==> run_1/cell_classes.png <==
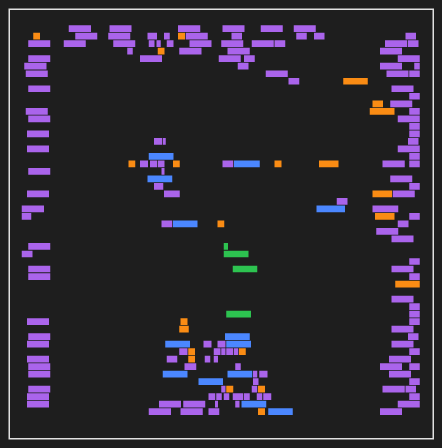
==> run_1/density.png <==
15 x 16 tiles, from black (low) to pale yellow (high), 0 to 100% covered.
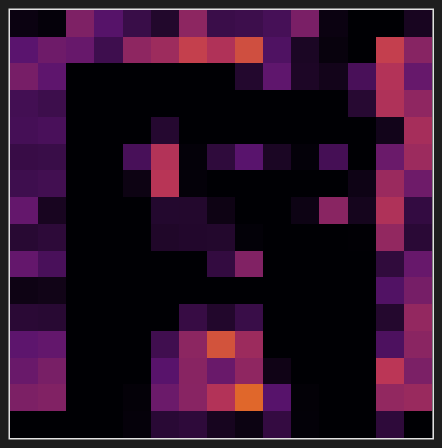
==> run_1/registers.png <==
Other sequential cells in the stronger gray, the rest of the logic in the fainter gray.
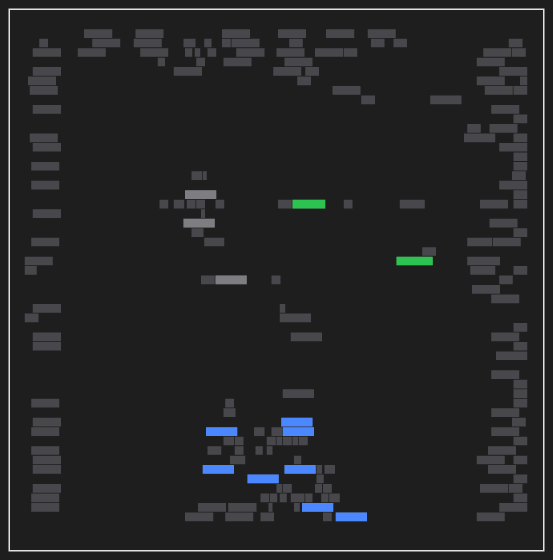
File: config.mk
export PLATFORM = sky130hd
export DESIGN_NAME = ahb_master_mux_flat
export DESIGN_NICKNAME = d
export VERILOG_FILES = /design/src/rtl/ahb_pkg.sv /design/src/rtl/ahb_master_mux_if.sv /design/src/rtl/ahb_err_tracker.sv /design/src/rtl/ahb_master_mux.sv /design/src/flat_wrapper.sv
export SDC_FILE = /design/constraint.sdc
export NUM_CORES = 1
export LEC_CHECK = 0
export CAP_MARGIN = 20
export CORE_AREA = 4 4 149 151
export CTS_CLUSTER_DIAMETER = 80
export DETAILED_ROUTE_END_ITERATION = 7
export DIE_AREA = 0 0 153 155
export DONT_BUFFER_PORTS = 1
export PLACE_DENSITY = 0.34
export SYNTH_ARGS = -nofsm -noshare
export SYNTH_HDL_FRONTEND = slang
export SYNTH_SLANG_ARGS = --single-unit
File: constraint.sdc
create_clock -name Hclk -period 1.75 [get_ports Hclk]
set_input_delay 0.175 -clock Hclk [delete_from_list [all_inputs] [get_ports Hclk]]
set_output_delay 0.175 -clock Hclk [all_outputs]
set_load 0.02 [all_outputs]
File: src/rtl/ahb_pkg.sv
// Shared AHB encodings and error-tracker state type.
// Consumed by the arbiter, the master mux and their benches.
`ifndef NUM_MASTERS
`define NUM_MASTERS 4
`endif

package ahb_pkg;

    localparam logic [1:0] HTRANS_IDLE   = 2'b00;
    localparam logic [1:0] HTRANS_BUSY   = 2'b01;
    localparam logic [1:0] HTRANS_NONSEQ = 2'b10;
    localparam logic [1:0] HTRANS_SEQ    = 2'b11;

    localparam logic HRESP_OKAY  = 1'b0;
    localparam logic HRESP_ERROR = 1'b1;

    localparam logic [2:0] HBURST_SINGLE = 3'b000;
    localparam logic [2:0] HBURST_INCR   = 3'b001;
    localparam logic [2:0] HBURST_WRAP4  = 3'b010;
    localparam logic [2:0] HBURST_INCR4  = 3'b011;
    localparam logic [2:0] HBURST_WRAP8  = 3'b100;
    localparam logic [2:0] HBURST_INCR8  = 3'b101;
    localparam logic [2:0] HBURST_WRAP16 = 3'b110;
    localparam logic [2:0] HBURST_INCR16 = 3'b111;

    typedef enum logic {OKAY, ERR_WAIT} err_state_t;

    function automatic logic htrans_active(input logic [1:0] t);
        return (t == HTRANS_NONSEQ) || (t == HTRANS_SEQ);
    endfunction

endpackage

File: src/rtl/ahb_master_mux_if.sv
// Per-master request bundle plus the shared-bus side of the master mux.
// The slave modport is the mux itself; master is the arbiter/masters side.
interface ahb_master_mux_if #(
    parameter int NUM_MASTERS = `NUM_MASTERS,
    parameter int ADDR_W      = 32,
    parameter int DATA_W      = 32,
    parameter int MW          = $clog2(NUM_MASTERS)
);
    logic [MW-1:0]                 Hmaster;
    logic [NUM_MASTERS-1:0]        Hgrant;
    logic [NUM_MASTERS*ADDR_W-1:0] M_Haddr;
    logic [NUM_MASTERS*2-1:0]      M_Htrans;
    logic [NUM_MASTERS-1:0]        M_Hwrite;
    logic [NUM_MASTERS*3-1:0]      M_Hsize;
    logic [NUM_MASTERS*3-1:0]      M_Hburst;
    logic [NUM_MASTERS*DATA_W-1:0] M_Hwdata;
    logic                          Hready;
    logic                          Hresp;
    logic [ADDR_W-1:0]             Haddr;
    logic [1:0]                    Htrans;
    logic                          Hwrite;
    logic [2:0]                    Hsize;
    logic [2:0]                    Hburst;
    logic [DATA_W-1:0]             Hwdata;
    logic [MW-1:0]                 Hmaster_data;
    logic                          Hcancel;
    logic [7:0]                    err_count;

    modport slave (
        input  Hmaster, Hgrant, M_Haddr, M_Htrans, M_Hwrite, M_Hsize, M_Hburst,
               M_Hwdata, Hready, Hresp,
        output Haddr, Htrans, Hwrite, Hsize, Hburst, Hwdata, Hmaster_data,
               Hcancel, err_count
    );

    modport master (
        output Hmaster, Hgrant, M_Haddr, M_Htrans, M_Hwrite, M_Hsize, M_Hburst,
               M_Hwdata, Hready, Hresp,
        input  Haddr, Htrans, Hwrite, Hsize, Hburst, Hwdata, Hmaster_data,
               Hcancel, err_count
    );
endinterface

File: src/rtl/ahb_err_tracker.sv
// Two-cycle ERROR response tracker: cancels the next address phase while the
// response completes and keeps a saturating count of error responses.
module ahb_err_tracker
    import ahb_pkg::*;
(
    input  logic       Hclk,
    input  logic       Hresetn,
    input  logic       Hready,
    input  logic       Hresp,
    input  logic       data_valid,
    output logic       Hcancel,
    output logic [7:0] err_count
);
    err_state_t err_state, err_state_nxt;

    always_ff @(posedge Hclk or negedge Hresetn) begin
        if (!Hresetn) err_state <= OKAY;
        else          err_state <= err_state_nxt;
    end

    always_comb begin
        err_state_nxt = err_state;
        unique case (err_state)
            OKAY:
                if (Hresp == HRESP_ERROR && !Hready && data_valid)
                    err_state_nxt = ERR_WAIT;
            // Hresp dropping before Hready is a protocol violation; recover.
            ERR_WAIT:
                if (Hready || Hresp == HRESP_OKAY)
                    err_state_nxt = OKAY;
            default: err_state_nxt = OKAY;
        endcase
    end

    always_comb begin
        Hcancel = (err_state == ERR_WAIT);
    end

    always_ff @(posedge Hclk or negedge Hresetn) begin
        if (!Hresetn)
            err_count <= '0;
        else if (err_state == OKAY && err_state_nxt == ERR_WAIT && err_count != '1)
            err_count <= err_count + 8'd1;
    end
endmodule

File: src/rtl/ahb_master_mux.sv
// Address/control multiplexer for the granted AHB master, with data-phase
// owner tracking for Hwdata routing and error-response cancellation.
module ahb_master_mux
    import ahb_pkg::*;
#(
    parameter int NUM_MASTERS = `NUM_MASTERS,
    parameter int ADDR_W      = 32,
    parameter int DATA_W      = 32,
    parameter int MW          = $clog2(NUM_MASTERS)
) (
    input logic              Hclk,
    input logic              Hresetn,
    ahb_master_mux_if.slave  bus
);
    logic [ADDR_W-1:0] addr_a  [NUM_MASTERS];
    logic [1:0]        trans_a [NUM_MASTERS];
    logic              write_a [NUM_MASTERS];
    logic [2:0]        size_a  [NUM_MASTERS];
    logic [2:0]        burst_a [NUM_MASTERS];
    logic [DATA_W-1:0] wdata_a [NUM_MASTERS];

    logic [MW-1:0] sel;
    logic [MW-1:0] data_master;
    logic          data_valid;
    logic          data_write;
    logic          cancel;

    always_comb begin
        for (int unsigned i = 0; i < NUM_MASTERS; i++) begin
            addr_a[i]  = bus.M_Haddr[i*ADDR_W +: ADDR_W];
            trans_a[i] = bus.M_Htrans[i*2 +: 2];
            write_a[i] = bus.M_Hwrite[i];
            size_a[i]  = bus.M_Hsize[i*3 +: 3];
            burst_a[i] = bus.M_Hburst[i*3 +: 3];
            wdata_a[i] = bus.M_Hwdata[i*DATA_W +: DATA_W];
        end
    end

    // Out-of-range indices fold onto master 0.
    if (NUM_MASTERS == (1 << MW)) begin : g_sel_full
        assign sel = bus.Hmaster;
    end else begin : g_sel_clamp
        assign sel = (int'(bus.Hmaster) < NUM_MASTERS) ? bus.Hmaster : '0;
    end

    always_comb begin
        bus.Haddr  = addr_a[sel];
        bus.Hwrite = write_a[sel];
        bus.Hsize  = size_a[sel];
        bus.Hburst = burst_a[sel];
        bus.Htrans = trans_a[sel];
        if (!Hresetn || !bus.Hgrant[sel] || cancel)
            bus.Htrans = HTRANS_IDLE;
    end

    always_ff @(posedge Hclk or negedge Hresetn) begin
        if (!Hresetn) begin
            data_master <= '0;
            data_valid  <= 1'b0;
            data_write  <= 1'b0;
        end else if (bus.Hready) begin
            data_master <= sel;
            data_valid  <= htrans_active(bus.Htrans);
            data_write  <= bus.Hwrite;
        end
    end

    always_comb begin
        bus.Hwdata       = (data_valid && data_write) ? wdata_a[data_master] : '0;
        bus.Hmaster_data = data_master;
        bus.Hcancel      = cancel;
    end

    ahb_err_tracker u_err_tracker (
        .Hclk       (Hclk),
        .Hresetn    (Hresetn),
        .Hready     (bus.Hready),
        .Hresp      (bus.Hresp),
        .data_valid (data_valid),
        .Hcancel    (cancel),
        .err_count  (bus.err_count)
    );
endmodule

File: src/flat_wrapper.sv
// flat-port wrapper written by rule: the top's interface ports become plain ports
module ahb_master_mux_flat import ahb_pkg::*;
#(
    parameter int NUM_MASTERS = `NUM_MASTERS,
    parameter int ADDR_W      = 32,
    parameter int DATA_W      = 32,
    parameter int MW          = $clog2(NUM_MASTERS)
)
  (Hclk, Hresetn, bus_Hmaster, bus_Hgrant, bus_M_Haddr, bus_M_Htrans, bus_M_Hwrite, bus_M_Hsize, bus_M_Hburst, bus_M_Hwdata, bus_Hready, bus_Hresp, bus_Haddr, bus_Htrans, bus_Hwrite, bus_Hsize, bus_Hburst, bus_Hwdata, bus_Hmaster_data, bus_Hcancel, bus_err_count);
  ahb_master_mux_if #(.NUM_MASTERS(NUM_MASTERS), .ADDR_W(ADDR_W), .DATA_W(DATA_W), .MW(MW)) bus_i ();
  input logic Hclk;
  input logic Hresetn;
  input wire logic [$bits(bus_i.Hmaster)-1:0] bus_Hmaster;
  input wire logic [$bits(bus_i.Hgrant)-1:0] bus_Hgrant;
  input wire logic [$bits(bus_i.M_Haddr)-1:0] bus_M_Haddr;
  input wire logic [$bits(bus_i.M_Htrans)-1:0] bus_M_Htrans;
  input wire logic [$bits(bus_i.M_Hwrite)-1:0] bus_M_Hwrite;
  input wire logic [$bits(bus_i.M_Hsize)-1:0] bus_M_Hsize;
  input wire logic [$bits(bus_i.M_Hburst)-1:0] bus_M_Hburst;
  input wire logic [$bits(bus_i.M_Hwdata)-1:0] bus_M_Hwdata;
  input wire logic [$bits(bus_i.Hready)-1:0] bus_Hready;
  input wire logic [$bits(bus_i.Hresp)-1:0] bus_Hresp;
  output wire logic [$bits(bus_i.Haddr)-1:0] bus_Haddr;
  output wire logic [$bits(bus_i.Htrans)-1:0] bus_Htrans;
  output wire logic [$bits(bus_i.Hwrite)-1:0] bus_Hwrite;
  output wire logic [$bits(bus_i.Hsize)-1:0] bus_Hsize;
  output wire logic [$bits(bus_i.Hburst)-1:0] bus_Hburst;
  output wire logic [$bits(bus_i.Hwdata)-1:0] bus_Hwdata;
  output wire logic [$bits(bus_i.Hmaster_data)-1:0] bus_Hmaster_data;
  output wire logic [$bits(bus_i.Hcancel)-1:0] bus_Hcancel;
  output wire logic [$bits(bus_i.err_count)-1:0] bus_err_count;
  assign bus_i.Hmaster = bus_Hmaster;
  assign bus_i.Hgrant = bus_Hgrant;
  assign bus_i.M_Haddr = bus_M_Haddr;
  assign bus_i.M_Htrans = bus_M_Htrans;
  assign bus_i.M_Hwrite = bus_M_Hwrite;
  assign bus_i.M_Hsize = bus_M_Hsize;
  assign bus_i.M_Hburst = bus_M_Hburst;
  assign bus_i.M_Hwdata = bus_M_Hwdata;
  assign bus_i.Hready = bus_Hready;
  assign bus_i.Hresp = bus_Hresp;
  assign bus_Haddr = bus_i.Haddr;
  assign bus_Htrans = bus_i.Htrans;
  assign bus_Hwrite = bus_i.Hwrite;
  assign bus_Hsize = bus_i.Hsize;
  assign bus_Hburst = bus_i.Hburst;
  assign bus_Hwdata = bus_i.Hwdata;
  assign bus_Hmaster_data = bus_i.Hmaster_data;
  assign bus_Hcancel = bus_i.Hcancel;
  assign bus_err_count = bus_i.err_count;
  ahb_master_mux #(.NUM_MASTERS(NUM_MASTERS), .ADDR_W(ADDR_W), .DATA_W(DATA_W), .MW(MW)) u_core (.Hclk(Hclk), .Hresetn(Hresetn), .bus(bus_i));
endmodule
==> reports/writeup.txt, run 1 <==
The power report lists cell-internal power as 1.183 mW. The largest part of the power goes to combinational logic. The multi-input logic portion of the cell area was 69.56%.

Per the synthesis report, the single largest cell type by area occupies 58.63% of cell area. For the worst flop-to-flop path, the logic depth is 4. Critical path buffer and inverter count: 1. For reference, the placement row count at floorplan is 53. With the post-synthesis to final-layout area growth at 24.90%, the maximum buffer depth of the clock tree is 2.

Sequential cells make up 9.836% of the cell area. Synthesis produced a netlist whose cell count is 188. Ranked by total area, the top cell class in this layout is multi-input combinational cells. The run gives 3 for the number of buffers added by the clock tree synthesis step. The final worst-path setup slack is -0.1257 ns, and the overall chip area is 0.02372 mm^2. Register with the most flip-flops: u_core.u_err_tracker.err_count. In the finished layout, the clock tree contains a buffer count of 3.

The run gives 493 as the count of nets after finishing. Once placement finished, the instance area stood at 0.003023 mm^2. Nets still carrying antenna violations after routing amount to 0. Combinational logic is responsible for 55.9% of the overall power.

The run gives 0 for the post-CTS setup-driven buffer insertion count. The fraction of registers with async set/reset came out at 100.0%. The met2 routing resource usage after global routing came out at 19.83%. Traced cell by cell, the critical path runs through clkbuf_16 -> mux4_2 -> and3_4.

The leakage power of the design was 1.096 nW; the count of antenna diodes in the layout was 1. For the worst setup path, the data required time is 1.57 ns. The logs give 188 for the number of cells in the yosys synthesis report and 4 for the first-pass iteration count of the detailed router.

Global routing consumed, on the met3 layer, 4.339% of the routing resources. The floorplan step records an initial core utilization of 12.91%. The cell with the most instances after synthesis was mux4_2. The routed wire length is 14660 um, and the number of port buffers is 0. Setup repair after global routing could not meet its margin everywhere. Across the VDD grid, the largest voltage drop is 0.0001776 V. The flow reports power dissipated in combinational cells as 1.06 mW. At the pin with the least slew margin, the transition time is 0.7869 ns.

Per the summary, power density relative to cell area is 562.1 mW/mm^2. The final critical path takes up 107.2% of the cycle. The hold-fix buffer count after cts is 1. For this run, the number of Yosys warnings is 0.

Global routing finished with a remaining overflow of 0. Post-CTS repair changed the size of 12 cells. The horizontal die dimension is 153 um, and the well tap count is 275. The number of nets in the synthesized netlist is 491. OpenROAD emitted warnings numbering 28. The logs give 0.04990 ns for the final-layout worst hold slack and 386 for the total I/O pin count.

Leaving out the clock tree, the finished layout contains a buffer count of 22. The tools report the count of routing violations after the opening detailed-route iteration as 87. H-tree depth reported by CTS: 1. The final reports fail on negative setup slack. The clock tree root buffer cell is clkbuf_16. Largest area contributor in the netlist: mux4_2. The completed layout was analyzed and its total power is 1.888 mW. The area taken by sequential standard cells is reported as 330.3 um^2. The run gives 1 for the worst hold path depth. The net switching power of the design is 704.7 uW. With the area share of xor/xnor cells in the synthesized design at 1.303%, the non-clock buffer share of cell area is 7.787%. With the flop-to-flop setup slack at 0.15 ns, the number of combinational gates with multiple inputs is 149. Capture point of the worst reg-to-reg path: u_core.u_err_tracker.err_count[5].

TritonRoute output was used to compute an average wire per cell of 31.52 um. For the final routed database, the setup TNS stands at -3.314 ns. The type of the setup path with the least slack was register to output port.

Detailed placement ended at an HPWL of 12560 um. The routed layout has 2168 vias. The number of gates on the worst path with buffers counted is 3, and the combined global-route utilization of all metal layers is 10.64%. The clock tree has to reach 13 sinks.

The type of destination of the critical path is an output port. At the end of routability-driven placement, the weighted congestion stood at 0.7983. The most used flip-flop cell after synthesis is dfrtp_1. Cell area after synthesis: 0.002689 mm^2.

The run gives 13 for the flop and latch count out of synthesis. In the synthesis report, Yosys lists the chip area as 0.002689 mm^2. On the worst setup and hold paths after CTS, the clock-pin slew comes to 0.05 ns. In this run, synthesis inferred 0 flip-flops with an integrated enable. Part of the total power dissipated in sequential elements: 20.0%. The post-layout minimum cycle time is 1.876 ns, and the number of global-route vias before repair is 2417. For the headroom to the max-slew limit, the log shows 47.37%.

The finished layout holds 465 standard cells, fillers aside. Entering global routing, the biggest net connects 47 pins. For reference, the top cells by count after synthesis are mux4_2, and3_1, dfrtp_1. Per the layout area report, the combinational gate area comes to 0.002336 mm^2.

The cell with the biggest individual delay on the critical path is dfrtp_4. Per the detail_route report, DRC violations left total 0. Post-synthesis compound-gate area fraction: 2.466%.

Leaving out fill and tap cells, the most frequent cells in the layout are mux4_2, and3_4, buf_4. The die height came out at 155 um. The flow ran to the end, but the final reports show violations. In the detailed route, the total length drawn on met2 is 7919 um.

The logs give 0.003358 mm^2 for the cell area after layout and 0.01755 ns for the pre-CTS setup slack. For the worst reg-to-reg path, the startpoint reported by OpenROAD is u_core.u_err_tracker.Hcancel. The tools report the termination of the worst setup path as bus_Hwdata[28].

The signal arrival time at the worst endpoint is 1.70 ns, and the filler cell count is 2321. Per the detail_route report, vias per standard cell equal 4.662. The final timing report lists clock skew as 0.001079 ns.

Summing the areas of all and, or, nand and nor instances in the mapped netlist gives 12.66% of the synthesized area. Per the breakdown, switching nets consume 37.34% of all power. The detailed router used layers up to and including met5. STA lists the startpoint of the worst hold path as bus_Hresp. The worst setup path is launched from a register. In the Yosys report, the sequential cells make up 12.10% of the chip area. The tools report the number of antenna violations at the first check in global routing as 4. By instance count after routing, the leading logic cell type is mux4_2.

In the global route stage, met1 resource usage came out at 11.53%. The maximum achievable frequency came out at 533.1 MHz. Among cell families on the critical path, the largest total delay comes from flip-flops. The number of non-clock inverters was 1. Per the final timing report, the hold violations number 0. Per the finish-stage timing summary, setup violations number 32. The clock share of power is 24.0%. Across the run, the number of max-cap violations was 0. The layout report lists the clock-cell share of area as 2.385%. In the final layout, the share of cells above drive strength 1 is 73.54%. According to the hold report, the worst path is of the primary input to register type. The run gives 18740 um as the global-route wire length before repair. Looking at the hold checks, the worst path lands on u_core.u_err_tracker.Hcancel. For the sequential group, total power comes out at 378 uW.

In the detailed route, the total length drawn on met3 is 1624 um. The total area inside the core boundary comes to 0.02082 mm^2. The tools report the clock insertion delay at the later pin of the skew report as 0.25 ns. On the worst path, the slowest cell contributes a delay of 0.53 ns.
Notes on cell_classes.png above:
legend:
  flops:
    color: blue
    cells: 13
  all other logic:
    color: purple
    cells: 150
  other buffers and delay cells:
    color: orange
    cells: 22
  clock drivers and dummy loads:
    color: green
    cells: 4

Notes on density.png above:
emptiest ninth of the die: west
fullest tile: 64%
mean over tiles: 13%
nearly empty tiles: 47%
densest ninth of the die: south

Notes on registers.png above:
legend:
  u_core.bus.Hmaster_data:
    color: green
    flops: 2
  u_core.u_err_tracker.err_count:
    color: blue
    flops: 8
    where: south
not colored: 3

==> run 2, diff against run 1 <==
CORE_AREA = 4 4 146 148   (was 4 4 149 151)
DIE_AREA = 0 0 150 152   (was 0 0 153 155)
PLACE_DENSITY = 0.35   (was 0.34)
SYNTH_HIERARCHICAL = 1   (was unset)
==> reports/writeup.txt, run 2 <==
The run finished, with violations left. The final reports fail on negative setup slack. The overflow left after global routing was 0 (unchanged). With the fraction of the core area occupied by cells at floorplan at 13.71% (+0.79 points), the post-synthesis to final-layout area growth is 26.06%. The flop-to-flop setup slack came out at 0.18 ns (+0.03 ns).

Internal portion of total power: 1.210 mW (+2.3%). The post-CTS setup-driven buffer insertion count is 2 (+2), and the net switching power of the design is 715.4 uW (+1.5%). The fraction of final layout cells with drive strength greater than 1 was 75.38% (+1.8 points). Listed in order, past its start point the critical path passes buf_12 -> buf_16 -> mux4_2 -> and3_4. The cell with the most instances after synthesis is mux4_2. The first-pass iteration count of the detailed router was 4 (unchanged); the maximum vdd drop was 0.0002117 V (+19%). The run gives 1.10 mW (+4%) for the power in combinational cells. The routed wire length came out at 14530 um (-0.87%).

Counting flops per register, the top entry is u_core/u_err_tracker/err_count. With the fraction of area in clock buffers and inverters at 2.313% (-0.072 points), the number of cells in the yosys synthesis report is 192 (+2.1%). The run gives 55.59% (+8.2 points) for the headroom to the max-slew limit. Cell family contributing the most delay on the critical path: multiplexers. The endpoint identified for the worst register-to-register timing path is u_core/u_err_tracker/err_count[7].

The run gives 18620 um (-0.62%) as the global-route wire length before repair. The total setup violations reported at the end of the flow was 32 (unchanged); the post-synthesis compound-gate area fraction was 2.779% (+0.31 points). The maximum buffer depth of the clock tree was 2 (unchanged); the clock insertion delay at the later pin of the skew report was 0.24 ns (about the same).

The total of warnings raised by yosys was 6 (+6); the number of combinational gates with multiple inputs was 153 (+2.7%). The number of enable flip-flop cells works out to 0 (unchanged). The number of signal-net buffers in the layout works out to 23 (+4.5%). The run gives 0.002402 mm^2 (+2.8%) for the combined area of the multi-input logic cells.

The tools report the storage element area as 329.1 um^2 (-0.38%). The run gives 11.85% (-0.25 points) as the part of the Yosys area used for sequential elements. The run gives 192 (+2.1%) for the gate count of the mapped netlist. Heaviest power group: combinational logic.

The tools report the pre-CTS setup slack as 0.09849 ns (+0.08094 ns). The placed wire-length estimate after detailed placement was 12380 um (-1.5%). The detailed route wirelength on metal3 is 1982 um (+22%), and the data required time of the critical path is 1.57 ns (about the same). For the part of the total power dissipated in sequential elements, the log shows 20.0% (about the same). The element type at the critical path start was a register. The number of gates on the worst path with buffers counted came out at 4 (+1).

Setup repair after global routing could not meet its margin everywhere. The top cell type's share of synthesized area is 56.58% (-2.0 points). The run gives 3 (-1) as the number of antenna violations at the first check in global routing. With the signal arrival time at the worst endpoint at 1.67 ns (-0.03 ns), the final total negative setup slack is -1.358 ns (+1.956 ns).

The number of sinks driven by the clock tree came out at 13 (unchanged). The synthesized netlist devotes 0.4556% of its cell area to adder and majority cells. Worst hold path depth: 1 (unchanged).

Sequential portion of the cell area: 9.505% (-0.33 points). Clock tree synthesis selected as its root buffer the cell clkbuf_16. The run gives 466 (+0.22%) for the post-route non-filler standard cell count. The power per cell area came out at 556.2 mW/mm^2 (-1.0%). The tools report the well tap count as 270 (-1.8%). Maximum achievable frequency: 542.8 MHz (+1.8%).

For the cell area after layout, the log shows 0.003462 mm^2 (+3.1%). The total I/O pin count was 386 (unchanged); the final hold violation count was 0 (unchanged). The total routed wire length on the met1 layer came out at 4559 um.

The count of nets after finishing came out at 499 (+1.2%). The run gives 3 (unchanged) for the number of clock-tree buffers in the layout. The met3 demand-to-capacity share in global routing was 3.873% (-0.47 points); the H-tree depth reported by CTS was 1 (unchanged).

The non-clock buffer share of cell area is 8.746% (+0.96 points), and the post-synthesis chip area from yosys is 0.002746 mm^2 (+2.1%). The total core area was 0.02004 mm^2 (-3.8%). The critical path is of the register to output port type. The number of buffers added by the clock tree synthesis step is 3 (unchanged). The tools report the final worst-path setup slack as -0.09218 ns (+0.03348 ns).

The tools report the via total after detailed routing as 2260 (+4.2%). The tools report the leakage power of the design as 1.109 nW (+1.2%). OpenROAD warning count: 28 (unchanged). The number of instances resized during post-cts repair came out at 59 (+47). Primary flip-flop cell chosen by synthesis mapping: dfrtp_1. Type of destination of the critical path: an output port. The launch point of the worst register-to-register path is recorded as u_core/u_err_tracker/Hcancel. The via density per instance is 4.850 (+4.0%).

Sorting the Yosys area breakdown by cell type puts at the top mux4_2. Simple-gate area share of the yosys netlist: 13.90% (+1.2 points). Per the area breakdown, the dominant cell category is multi-input combinational cells. For hold timing, the worst endpoint is u_core/u_err_tracker/Hcancel. The share of the clock period used by the worst path after layout came out at 105.3% (-1.9 points). For the filler cell count, the log shows 2240 (-3.5%). The most common logic cells in the final layout are mux4_2, and3_4, buf_4. The fraction of registers with async set/reset came out at 100.0% (unchanged).

Looking at hold timing, the worst path starts from bus_Hresp. The run gives 1.926 mW (+2.0%) as the final total power. After detailed routing, no signal wire sits above met5. Per STA, the endpoint of the critical path is bus_Hwdata[8]. With the row count at 52 (-1.9%), the clock transition at the register clock pins on the worst setup and hold paths after CTS is 0.05 ns (about the same). The area share of xor/xnor cells in the synthesized design is 0.9567% (-0.35 points), and the final-layout worst hold slack is 0.08545 ns (+0.03555 ns). The clock share of power is 22.9% (-1.1 points). The remaining antenna violation count after routing was 0 (unchanged).

The die height came out at 152 um (-1.9%). The run gives 0 (unchanged) for the number of port buffers. The flop and latch count out of synthesis was 13 (unchanged). The run gives 0.002746 mm^2 (+2.1%) for the cell area after synthesis.

The type of the tightest min-delay check was primary input to register. With the critical path buffer and inverter count at 2 (+1), the hold-fix buffer count after cts is 2 (+1). The mean routed wirelength per cell was 31.18 um (-1.1%). The run gives 7870 um (-0.62%) for the detailed route wirelength on metal2. The switching share of power came out at 37.15% (-0.18 points). The run gives 69.39% (-0.17 points) for the multi-input logic portion of the cell area.

The met1 layer usage reported by global route was 11.40% (-0.13 points); the maximum number of pins on one net before global-route repair was 47 (unchanged). With the horizontal die dimension at 150 um (-2.0%), the combinational share of power is 57.0% (+1.1 points). With the residual DRC count at 0 (unchanged), the overall chip area is 0.02280 mm^2 (-3.9%). The run gives 0.003078 mm^2 (+1.8%) as the cell area after placement.

The post-layout minimum cycle time works out to 1.842 ns (-0.03348 ns).
==> run_2/density.png <==
15 x 15 tiles, from black (low) to pale yellow (high), 0 to 100% covered.
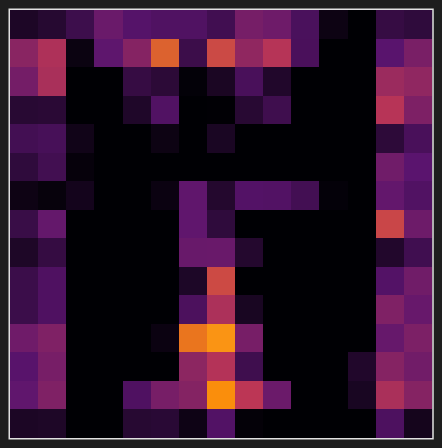
densest ninth of the die: south
tiles over 75% full: 0.90%
fullest tile: 77%
mean over tiles: 14%
emptiest ninth of the die: west

==> run_2/cell_classes.png <==
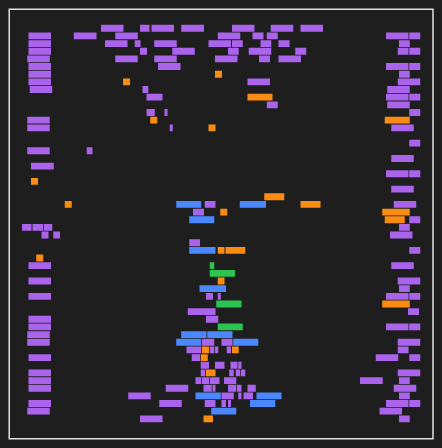
legend:
  clock drivers and dummy loads:
    color: green
    cells: 4
  other buffers and delay cells:
    color: orange
    cells: 23
  all other logic:
    color: purple
    cells: 155
  flops:
    color: blue
    cells: 13

==> run 3, diff against run 2 <==
PLACE_DENSITY = 0.32   (was 0.35)
==> reports/writeup.txt, run 3 <==
The first-pass iteration count of the detailed router was 6 (+2). The row count was 52 (unchanged). The fraction of final layout cells with drive strength greater than 1 is 76.00% (+0.62 points).

The primary flip-flop cell chosen by synthesis mapping was dfrtp_1. The filler cell count was 2231 (-0.40%). According to the timing report, the critical path is captured at bus_Hwdata[8].

The post-route non-filler standard cell count is 473 (+1.5%), and the number of flip-flops in the largest register is 8. The number of antenna violations at the first check in global routing is 6 (+3), and the fraction of registers with async set/reset is 100.0% (unchanged). The tools report the total setup violations reported at the end of the flow as 32 (unchanged). The via density per instance works out to 4.721 (-2.7%). The fraction of the core area occupied by cells at floorplan came out at 13.71% (unchanged).

The run gives 14110 um (-2.9%) for the routed wire length. Per STA, the highest per-stage delay on the worst path measures 0.52 ns. Internal portion of total power: 1.220 mW (+0.80%).

The run gives -1.181 ns (+0.1773 ns) for the final total negative setup slack. Critical path buffer and inverter count: 2 (unchanged). The repair_antennas step left the layout with diodes totalling 3.

Looking at the area split, the leading class of cells is multi-input combinational cells. With the H-tree depth reported by CTS at 1 (unchanged), the met1 layer usage reported by global route is 10.34% (-1.1 points). Among the non-sequential cells, multiplexers take the most area. The post-synthesis compound-gate area fraction was 2.779% (unchanged); the clock insertion delay at the later pin of the skew report was 0.25 ns (about the same). Topmost layer with routed signal wires: met5.

With the top cell type's share of synthesized area at 56.58% (unchanged), the sequential portion of the cell area is 9.374% (-0.13 points). Largest area contributor in the netlist: mux4_2. With the met2 routing resource usage after global routing at 20.36%, the cell area after layout is 0.003497 mm^2 (+1.0%). The gate count of the mapped netlist was 192 (unchanged); the part of the Yosys area used for sequential elements was 11.85% (unchanged).

The number of combinational gates with multiple inputs came out at 153 (unchanged). Heaviest power group: combinational logic. The cell with the most instances after synthesis is mux4_2. The post-synthesis to final-layout area growth is 27.33%. The flop-to-flop setup slack is 0.29 ns (+0.11 ns). The pre-CTS setup slack is 0.1154 ns (+0.01694 ns). The run gives 1.57 ns (about the same) as the data required time of the critical path. Total routed wire length on the met1 layer: 4408 um (-3.3%).

In the synthesized netlist, mux cells make up 63.55% of the area. The maximum buffer depth of the clock tree is 2 (unchanged), and the via total after detailed routing is 2233 (-1.2%). The maximum vdd drop came out at 0.0002327 V (+9.9%). The flow reports power dissipated in the clock network as 454 uW.

The adder-cell share of the synthesized area was 0.4556% (unchanged). The total I/O pin count came out at 386 (unchanged). Looking at the reg2reg group, the worst path starts from u_core/u_err_tracker/Hcancel.

The placed wire-length estimate after detailed placement was 11790 um (-4.8%); the post-placement cell count was 456. Per STA, the worst path accumulates the most delay in the family multiplexers. The run gives 3 (unchanged) for the number of buffers added by the clock tree synthesis step.

TritonCTS built the clock tree. The simple-gate area share of the yosys netlist is 13.90% (unchanged), and the maximum achievable frequency is 548.6 MHz (+1.1%). The total core area was 0.02004 mm^2 (unchanged). The part of the total power dissipated in sequential elements was 19.3% (-0.7 points); the number of clock-tree buffers in the layout was 3 (unchanged).

The cell with the biggest individual delay on the critical path is mux4_2. In the post-synthesis netlist, the biggest area contributors are mux4_2, dfrtp_1, and3_1. Note that the worst hold path type here is primary input to register. The run gives 1.65 ns (-0.02 ns) for the signal arrival time at the worst endpoint. The combined area of the multi-input logic cells is 0.002402 mm^2 (unchanged).

Per STA, the worst path is made up of buf_12 -> buf_12 -> mux4_2 -> and3_4. The run gives 57.4% (+0.4 points) as the combinational share of power. Averaged over all synthesized cells, the footprint is 14.30 um^2. The number of enable flip-flop cells was 0 (unchanged). The tools report the final total power as 1.948 mW (+1.2%). For the leakage power of the design, the log shows 1.134 nW (+2.3%). The number of instances resized during post-cts repair is 2 (-97%). The run gives 0 (unchanged) for the residual DRC count. The number of sequential storage elements was 13. STA classifies the critical path endpoint as an output port. With the final-layout worst hold slack at 0.08515 ns (-0.0002960 ns), the overflow left after global routing is 0 (unchanged).

The run gives 152 um (unchanged) for the die height. Setup repair after global routing could not meet its margin everywhere. The net switching power of the design was 728.5 uW (+1.8%). The horizontal die dimension works out to 150 um (unchanged).

The worst hold path terminates at u_core/bus.Hmaster_data[1]. The tools report the total of warnings raised by yosys as 6 (unchanged). STA classifies the critical path startpoint as a register. The worst setup path is of the register to output port kind. The run finished, with violations left.

The clock transition at the register clock pins on the worst setup and hold paths after CTS works out to 0.05 ns (about the same). With the count of nets after finishing at 504 (+1.0%), the number of signal-net buffers in the layout is 28 (+22%). With the power per cell area at 557.1 mW/mm^2 (+0.17%), the post-CTS setup-driven buffer insertion count is 1 (-1). The power in combinational cells is 1.12 mW (about the same). For the final weighted congestion in routability-driven placement, the log shows 0.8300. The area share of xor/xnor cells in the synthesized design works out to 0.9567% (unchanged). Ranking logic cells in the layout by count gives the top entries mux4_2, and3_4, buf_4.

With the detailed route wirelength on metal3 at 1813 um (-8.5%), the number of gates on the worst path with buffers counted is 4 (unchanged). With the post-synthesis chip area from yosys at 0.002746 mm^2 (unchanged), the number of port buffers is 0 (unchanged). The clock share of power is 23.3% (+0.4 points).

The worst register-to-register path ends at u_core/u_err_tracker/err_count[5]. The run gives 0 (unchanged) as the final hold violation count. The tools report the cell area after synthesis as 0.002746 mm^2 (unchanged). The run gives 270 (unchanged) for the well tap count. The hold-fix buffer count after cts came out at 2 (unchanged). The tools report the clock tree root buffer cell as clkbuf_16.

The run gives 0 (unchanged) as the remaining antenna violation count after routing. The run gives -0.07267 ns (+0.01951 ns) as the final worst-path setup slack. The share of the clock period used by the worst path after layout is 104.2% (-1.1 points). The logs give 13 (unchanged) for the number of sinks driven by the clock tree and 0.003100 mm^2 (+0.73%) for the cell area after placement. The top fanout value on the critical path was 7.

The worst hold path depth was 1 (unchanged). The headroom to the max-slew limit is 53.15% (-2.4 points). The run gives 47 (unchanged) as the maximum number of pins on one net before global-route repair. With the detailed route wirelength on metal2 at 7697 um (-2.2%), the fraction of area in clock buffers and inverters is 2.290% (-0.023 points). In this run the maximum-capacitance check reported violations numbering 0. The post-layout minimum cycle time is 1.823 ns (-0.01951 ns), and the number of global-route vias before repair is 2585. Counting flops per register, the top entry is u_core/u_err_tracker/err_count. For the global-route wire length before repair, the log shows 17990 um (-3.4%). The flop and latch count out of synthesis is 13 (unchanged).

The switching share of power came out at 37.39% (+0.24 points). The checks that failed: negative setup slack. The tools report the overall chip area as 0.02280 mm^2 (unchanged). Non-clock buffer share of cell area: 9.553% (+0.81 points). The OpenROAD warning count was 28 (unchanged); the number of cells in the yosys synthesis report was 192 (unchanged). The most common library cell in the layout ignoring fill and taps is mux4_2. The worst hold path begins at bus_Hmaster[1]. The storage element area was 327.8 um^2 (-0.38%); the multi-input logic portion of the cell area was 68.69% (-0.70 points).
==> run_3/registers.png <==
Other sequential cells in the stronger gray, the rest of the logic in the fainter gray.
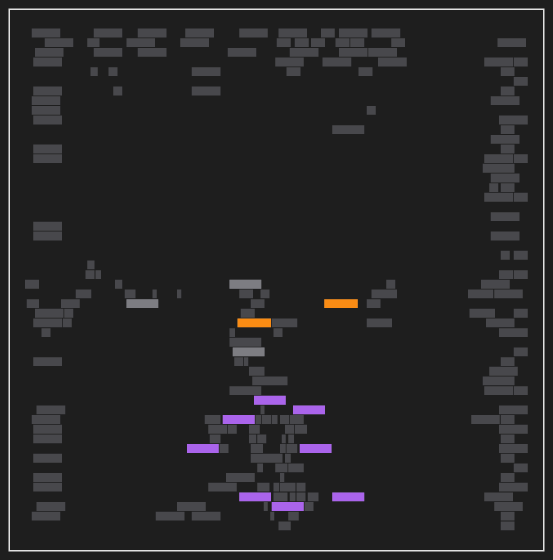
legend:
  u_core/bus.Hmaster_data:
    color: orange
    flops: 2
  u_core/u_err_tracker/err_count:
    color: purple
    flops: 8
    where: south

==> run_3/final_congestion.png <==
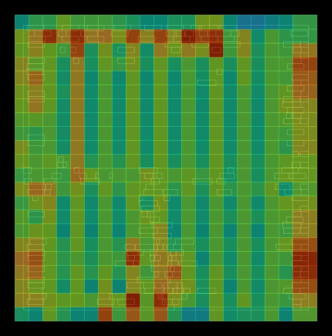
GRT Overall Usage: 10.49%
met3 capacity usage during global routing: 3.873%
Wirelength per Cell: 29.82 um
layer with the highest usage: met2
post-route core utilization: 17.45%

Power and IR drop assume default switching activity.
